Figure 1. A small window of the routed layout.
Region (219, 162) to (244, 187) um. Cells in gray, sequential cells in the stronger gray; small squares are vias.
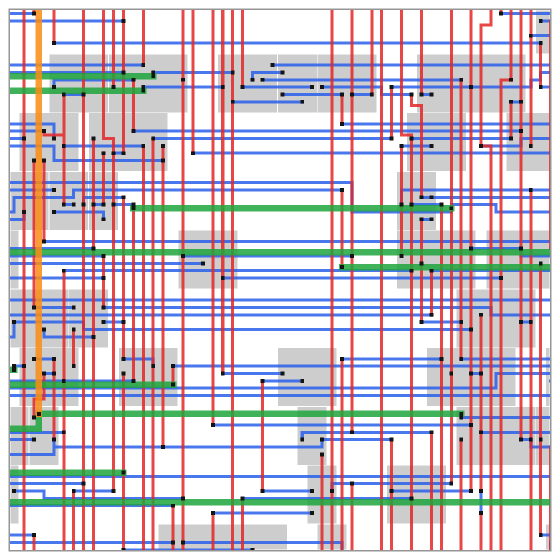
Figure 2. Congestion heat map.
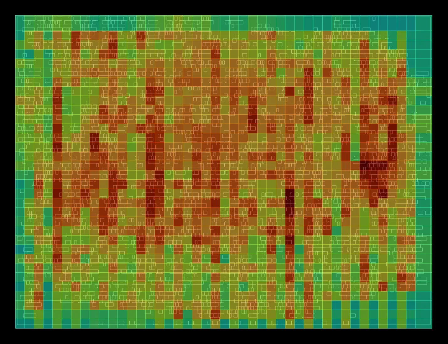
Figure 3. Clock network drawn from the DEF.
Drawn at 1 px/um.
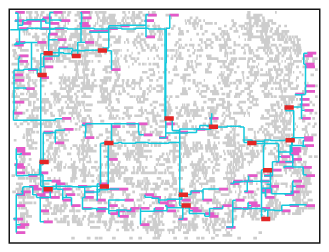
Figure 4. The metal 1 layer.
Drawn at 1 px/um.
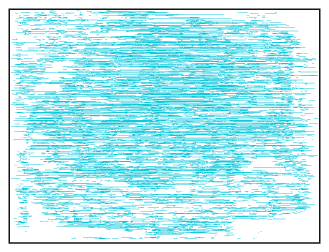
==> config.mk <==
export PLATFORM = sky130hd
export DESIGN_NAME = stage_ex
export DESIGN_NICKNAME = d
export VERILOG_FILES = /design/src/rtl/stage_ex_pkg.sv /design/src/rtl/stage_ex_mul.sv /design/src/rtl/stage_ex.sv
export SDC_FILE = /design/constraint.sdc
export NUM_CORES = 1
export LEC_CHECK = 0
export CELL_PAD_IN_SITES_DETAIL_PLACEMENT = 0
export CELL_PAD_IN_SITES_GLOBAL_PLACEMENT = 2
export CORE_ASPECT_RATIO = 0.75
export CORE_UTILIZATION = 25
export DETAILED_ROUTE_END_ITERATION = 8
export PLACE_DENSITY = 0.62
export SLEW_MARGIN = 30
export SYNTH_ARGS = -nofsm -noshare
export SYNTH_HDL_FRONTEND = slang
export SYNTH_SLANG_ARGS = --single-unit
==> constraint.sdc <==
create_clock -name clock -period 2.75 [get_ports clock]
set_input_delay 0.55 -clock clock [delete_from_list [all_inputs] [get_ports clock]]
set_output_delay 0.55 -clock clock [all_outputs]
set_load 0.1 [all_outputs]
==> results_slide.txt <==
Physical Implementation Snapshot

Power and ir drop
  • Psw: 7.06 mW
  • Internal power: 8.30 mW
  • Leakage power: 13.5 nW

Finish
  • Final #Nets: about 3,500
  • FFs & Latches: 176
  • FF/Latch Area: 4400 sq um
  • Seq area share: 0.149
  • ANT cells: 4
  • Layout clock buffers: 17

Yosys
  • Mapped Nets: 2,538
  • Register area share after synthesis: 0.249
  • Synth Area per Inst: a little under 8 sq um
  • #FFs+latches synth: 176
  • Top_reg_cell synth: dfrtp_1
  • Cells after synthesis: ~2,300
  • Yosys top cell by area: dfrtp_1
  • Yosys stat chip area: approximately 18,000 sq um
  • Yosys warning total: 0
  • Synth area leaders: dfrtp_1 (25%), mux2i_1 (9.9%), ha_1 (9.1%)

Place
  • HPWL after detailed placement: 90,200 um

Floorplanning
  • Floorplan utilization: 0.252
  • Ports: 187
  • Die Y: 232 um
  • Tapcell Cnt: 946
  • Total core area: between 60,000 and 70,000 sq um
  • Rows: 84

Critical path
  • Critical path depth: 12

Final timing
  • Setup violators final: 41
  • Worst setup margin: -1.02 ns

Global routing
  • First-pass GRT wire length: 155,000 um
  • Total global-route track usage: 0.303

Detailed routing
  • 1st-iter DRT viols: 2,030

Outcome
  • Failing checks: setup timing
  • Outcome: finished, violations left

Clock tree
  • CTS sink cnt: 176
Back to the opening pictures, Figure 1:
Key: M2 = red; M3 = green; M1 = blue; M4 = orange
Sequential cells in the window: 0. Most frequent: buf_4 (9), mux2i_1 (6). 29 logic cells have their middle in the window.

Back to the opening pictures, Figure 2:
most used routing layer: met2
met1 Use GR: 0.435
met3 Use GR: 0.0481
WL/cell: 26.4 um
M2 GR Usage: 0.464

Back to the opening pictures, Figure 3:
Key: clock-net drivers = red [count 17]; clock wires = cyan [length 3,450 um]; flip-flops = magenta [count 176]
Position of the flops: spread over the die. There are 18 routed clock nets.
Insertion Delay late pin: 0.52 ns
power in the clock group: 2.72 mW

Back to the opening pictures, Figure 4:
The longest straight run is 156 um. The layer holds 47% of the routed length.
Routed WL: 110,000 um
DR vias: 22,100

## layout by cell type (no fill, tap or decap), types with 17 or more instances in the layout
cell type        count
o21ai_1             53
buf_6               63
nand2_1            288
inv_1               93
ha_1               109
o21ai_2             24
nor3_1              34
mux2i_2             17
clkbuf_16           18
o21ai_0            115
o22ai_1             17
mux2i_1            137
nand3_1             64
dfrtp_1            176
mux2i_4             21
buf_12              27
a21oi_1            173
a22oi_1             23
xnor2_1             19
clkdlybuf4s50_1     90
buf_4              850
ha_4                18
a21o_1              22
nor2_1             212
a21oi_2             29
o211ai_1            17
## per-stage QoR
step                      instance area, sq um  TNS (ns)  power, mW  utilization
after CTS                                28600    -17.58       14.9        0.409
after global placement                   26400   -108.14       11.5        0.377
after detailed placement                 26400   -111.27       11.6        0.377
after floorplan                          18000    -14.25       7.77            -
final                                    29600    -17.40       15.4        0.423
after global routing                     29600    -20.92       16.1        0.423
## power groups by stage
stage	sequential (mW)	combinational, mW	clock [mW]
after global placement	3.65	7.89	0
after floorplan	4.57	3.20	0
after global routing	3.70	9.55	2.87
after detailed placement	3.66	7.94	0
final	3.64	9.01	2.72
after CTS	3.62	8.54	2.79
## metal layers
layer  vias up  share of wire  GRT usage  routed length (um)
met4         2          0.024     0.0818                2630
met3       121          0.064     0.0481                7090
met5         -        0.00013          0                  14
met1     11000           0.47      0.435               52100
li1      10200              -          -                   -
met2       793           0.44      0.464               48200
## kinds of logic after synthesis
logic type / share of synthesized area
DFF: 0.249
and+or+nand+nor: 0.176
muxes: 0.127
AOI/OAI and AO/OA: 0.273
xor gates and xnor gates: 0.0198
buffers and inverters: 0.0596
adders and majority gates: 0.0947
No activity file was given, so power comes from the tool's default toggle rates.
